### config.mk
export PLATFORM = sky130hd
export DESIGN_NAME = fetch_unit
export DESIGN_NICKNAME = d
export VERILOG_FILES = /design/src/rtl/fetch_unit.sv
export SDC_FILE = /design/constraint.sdc
export NUM_CORES = 1
export LEC_CHECK = 0
export ABC_AREA = 1
export CAP_MARGIN = 30
export CELL_PAD_IN_SITES_DETAIL_PLACEMENT = 0
export CELL_PAD_IN_SITES_GLOBAL_PLACEMENT = 1
export CORE_MARGIN = 2
export CORE_UTILIZATION = 38
export DETAILED_ROUTE_END_ITERATION = 8
export PLACE_DENSITY_LB_ADDON = 0.1
export SYNTH_ARGS = -nofsm -noshare
export SYNTH_HDL_FRONTEND = slang
export SYNTH_SLANG_ARGS = --single-unit
### constraint.sdc
create_clock -name clk -period 8.9 [get_ports clk]
set_input_delay 1.335 -clock clk [delete_from_list [all_inputs] [get_ports clk]]
set_output_delay 1.335 -clock clk [all_outputs]
set_load 0.005 [all_outputs]
### src/rtl/fetch_unit.sv
// Instruction-fetch stage: owns the PC, issues reads to the synchronous program
// memory, and buffers returned words in a 2-entry FIFO. Decode reads {instr, pc}
// from the FIFO head over a valid/ready handshake. The stage also handles
// redirect and halt.
module fetch_unit #(
    parameter int unsigned            ADDR_WIDTH  = 32,
    parameter int unsigned            INSTR_WIDTH = 32,
    parameter logic [ADDR_WIDTH-1:0]  RESET_PC    = '0,
    parameter logic [ADDR_WIDTH-1:0]  PC_STEP     = ADDR_WIDTH'(1)
) (
    input  logic                   clk,
    input  logic                   rst,
    output logic                   imem_req,
    output logic [ADDR_WIDTH-1:0]  imem_addr,
    input  logic [INSTR_WIDTH-1:0] imem_rdata,
    input  logic                   redirect_valid,
    input  logic [ADDR_WIDTH-1:0]  redirect_pc,
    input  logic                   halt,
    output logic                   out_valid,
    input  logic                   out_ready,
    output logic [INSTR_WIDTH-1:0] out_instr,
    output logic [ADDR_WIDTH-1:0]  out_pc,
    output logic                   halted
);

    typedef enum logic [1:0] {
        ST_RUN    = 2'd0,
        ST_DRAIN  = 2'd1,
        ST_HALTED = 2'd2
    } state_t;

    state_t                  state_q, state_d;
    logic [ADDR_WIDTH-1:0]   fetch_pc_q, fetch_pc_d;
    logic                    inflight_q, inflight_d;
    logic [ADDR_WIDTH-1:0]   tag_q, tag_d;
    logic                    halted_q;

    logic [INSTR_WIDTH-1:0]  fifo_instr_q [2];
    logic [ADDR_WIDTH-1:0]   fifo_pc_q    [2];
    logic                    rd_ptr_q, wr_ptr_q;
    logic [1:0]              count_q;

    logic                    pop_c;
    logic                    push_c;
    logic [1:0]              occ_c;
    logic                    issue_c;

    // Handshake and issue decisions; occupancy counts the slot reserved by the in-flight word
    always_comb begin
        pop_c   = (count_q != 2'd0) & out_ready;
        push_c  = inflight_q & ~redirect_valid;
        occ_c   = 2'(count_q - 2'(pop_c) + 2'(inflight_q));
        issue_c = (state_q == ST_RUN) && !halt && (occ_c < 2'd2);
    end

    assign imem_req  = issue_c & ~rst;
    assign imem_addr = fetch_pc_q;
    assign out_valid = (count_q != 2'd0);
    assign out_instr = fifo_instr_q[rd_ptr_q];
    assign out_pc    = fifo_pc_q[rd_ptr_q];
    assign halted    = halted_q;

    // Next-state, PC and in-flight tracking; redirect overrides everything else
    always_comb begin
        state_d    = state_q;
        fetch_pc_d = fetch_pc_q;
        inflight_d = 1'b0;
        tag_d      = tag_q;
        case (state_q)
            ST_RUN: begin
                if (halt) begin
                    state_d = inflight_q ? ST_DRAIN : ST_HALTED;
                end else if (issue_c) begin
                    fetch_pc_d = fetch_pc_q + PC_STEP;
                    inflight_d = 1'b1;
                    tag_d      = fetch_pc_q;
                end
            end
            ST_DRAIN: begin
                if (!inflight_q) begin
                    state_d = ST_HALTED;
                end
            end
            ST_HALTED: begin
                state_d = ST_HALTED;
            end
            default: begin
                state_d = ST_RUN;
            end
        endcase
        if (redirect_valid) begin
            fetch_pc_d = redirect_pc;
            inflight_d = 1'b0;
            state_d    = halt ? ST_HALTED : ST_RUN;
        end
    end

    // State, PC and in-flight registers
    always_ff @(posedge clk or posedge rst) begin
        if (rst) begin
            state_q    <= ST_RUN;
            fetch_pc_q <= RESET_PC;
            inflight_q <= 1'b0;
            tag_q      <= '0;
            halted_q   <= 1'b0;
        end else begin
            state_q    <= state_d;
            fetch_pc_q <= fetch_pc_d;
            inflight_q <= inflight_d;
            tag_q      <= tag_d;
            halted_q   <= (state_d == ST_HALTED);
        end
    end

    // Two-entry response FIFO; a redirect empties it, discarding the returning word
    always_ff @(posedge clk or posedge rst) begin
        if (rst) begin
            fifo_instr_q[0] <= '0;
            fifo_instr_q[1] <= '0;
            fifo_pc_q[0]    <= '0;
            fifo_pc_q[1]    <= '0;
            rd_ptr_q        <= 1'b0;
            wr_ptr_q        <= 1'b0;
            count_q         <= 2'd0;
        end else if (redirect_valid) begin
            rd_ptr_q <= 1'b0;
            wr_ptr_q <= 1'b0;
            count_q  <= 2'd0;
        end else begin
            if (push_c) begin
                fifo_instr_q[wr_ptr_q] <= imem_rdata;
                fifo_pc_q[wr_ptr_q]    <= tag_q;
                wr_ptr_q               <= ~wr_ptr_q;
            end
            if (pop_c) begin
                rd_ptr_q <= ~rd_ptr_q;
            end
            count_q <= 2'(count_q + 2'(push_c) - 2'(pop_c));
        end
    end

endmodule

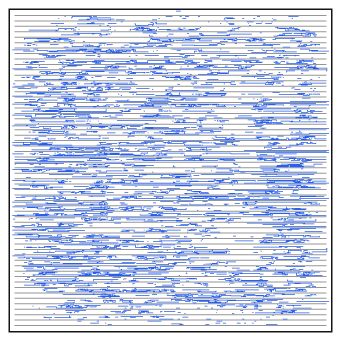
Figure 1: metal 1.
(2 px per um) Supply wires on this layer in grey.
nets with wire on the layer: 1285
share of all routed wire: 50%
main direction: horizontal
vias: 7765
final WL: 23.22 mm

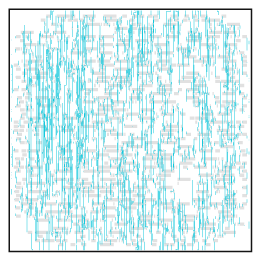
Figure 2: metal 2.
(1.5 px per um) Cells faint in the background.
share of all routed wire: 46%
main direction: vertical
nets with wire on the layer: 1019
longest straight run: 65.3 um
wire length on this layer: 10600 um
GR met2 Demand/Resource: 29.00%

==> flow_summary.json <==
{
  "die_width_um": 160.5,
  "synth_area_per_cell_um2": 7.660,
  "mux_share_pct": 0,
  "fin_area_mm2": 0.01183,
  "pre_cts_ws_ns": 4.022,
  "hpwl_mm": 15.73,
  "synth.distinct_cells": 27,
  "clk_path_buf_depth": 2,
  "yosys.area_share.adder_pct": 0.5378,
  "numSynthFlops": 200,
  "postLayoutCoreUtil_pct": 48.93,
  "via_per_inst": 4.597,
  "route.met2.wl_mm": 10.59,
  "ys_cells": 1215,
  "top_area_cell": "dfrtp_1",
  "highest_layer": "met4",
  "worst_pin_slew_ns": 0.8818,
  "critPathBufInv": 4,
  "postSynthSeqShare_pct": 53.78,
  "detail_route.wl_per_cell_um": 13.75,
  "finalPower_mw": 3.018,
  "rsz0062_at_grt": "no",
  "ys.warnings.count": 0,
  "chip_area_mm2": 0.02576,
  "power.density_mw_per_mm2": 255.1,
  "grt_max_degree": 124,
  "antenna_left": 0,
  "final_cell_mix": "537 x nand2_1, 199 x dfrtp_1, 167 x clkdlybuf4s50_1",
  "fin_cells": 1689,
  "relSlewSlack_pct": 41.21,
  "logic_family": "simple AND/OR/NAND/NOR gates",
  "worstPathCellList": "clkdlybuf4s50_1 > nand2_1 > inv_1 > ha_1 > nor2_2 > inv_1 > nand2_1 > nand3_4 > nor2_1 > clkdlybuf4s50_1",
  "compound_area_share_pct": 9.492,
  "cts_resized": 0,
  "top_cell_area_share_pct": 53.78,
  "syn_inst": 1215,
  "finalCriticalPeriod_ns": 4.864,
  "setup_viol": 0,
  "grt_remaining_overflow": 0,
  "dr.pass1.iters": 5,
  "skew_ns": 0.01195,
  "leakage_nw": 5.708,
  "cts_buffers": 17,
  "outcome": "finished, final reports clean",
  "die_y_um": 160.5,
  "synth-xor-area-share_pct": 1.223,
  "min_period_over_period_pct": 54.66,
  "place.gp.congestion": 0.8469,
  "dp_cells": 1656,
  "arrival_ns": 3.53,
  "lay_top_count": "nand2_1",
  "n_fill_cell": 2454
}
-- final cells by class --
type	instances	area, um2	share of cell area [%]
repair buffers	175	1772	14.98
clock buffers	19	442.9	3.744
well taps	324	405.4	3.427
clock inverters	13	135.1	1.142
multi-input cells	846	3637	30.75
inverters	112	430.4	3.639
flip-flops and latches	200	5006	42.32
-- routing by layer --
layer	up-vias	GRT usage, %
li1	4044	-
met1	3554	27.23
met2	156	29.00
met3	11	3.177
met4	0	4.054
met5	-	0
-- path summary, 6_finish.rpt --
| path | slack, ns | from | to | cells after the start |
|---|---|---|---|---|
| max | 4.04 | out_ready | imem_req | 10 |
| min | 0.48 | fifo_pc_q[21] | fifo_pc_q[21] | 2 |
| max reg2reg | 6.11 | count_q[0] | imem_addr[8] | 12 |
| min reg2reg | 0.48 | fifo_pc_q[21] | fifo_pc_q[21] | 2 |
| max in group asynchronous | 6.20 | rst | fifo_pc_q[30] | 4 |
| min in group asynchronous | 1.52 | rst | count_q[1] | 2 |
-- sequential cells by signal, indices dropped and copies added (netlist names), 2 cells and up --
name,cells
fifo_pc_q,64
tag_q,32
imem_addr,32
count_q,2
fifo_instr_q,64
state_q,2
-- synthesized netlist by cell type --
cell type  number
nand2_1       537
dfrtp_1       200
o21ai_0       112
inv_1         108
o21ai_1        58
nand3_1        54
nor2_1         52
buf_2          25
clkbuf_1       22
xor2_1         10
buf_1           7
ha_1            4
buf_4           3
inv_2           3
xnor2_1         3
a21oi_1         2
a22oi_1         2
nor2_2          2
nor2_4          2
nor3b_1         2
inv_4           1
nand2_2         1
nand3_4         1
nand3b_1        1
o211ai_1        1
or2_1           1
or2_2           1
-- report_power, final --
group	switching (mW)	internal (mW)	leakage [nW]
sequential	0.163	1.17	2.60
clock	0.353	0.403	0.283
combinational	0.449	0.484	2.82
total	0.965	2.05	5.71
No activity file was given, so power comes from the tool's default toggle rates.
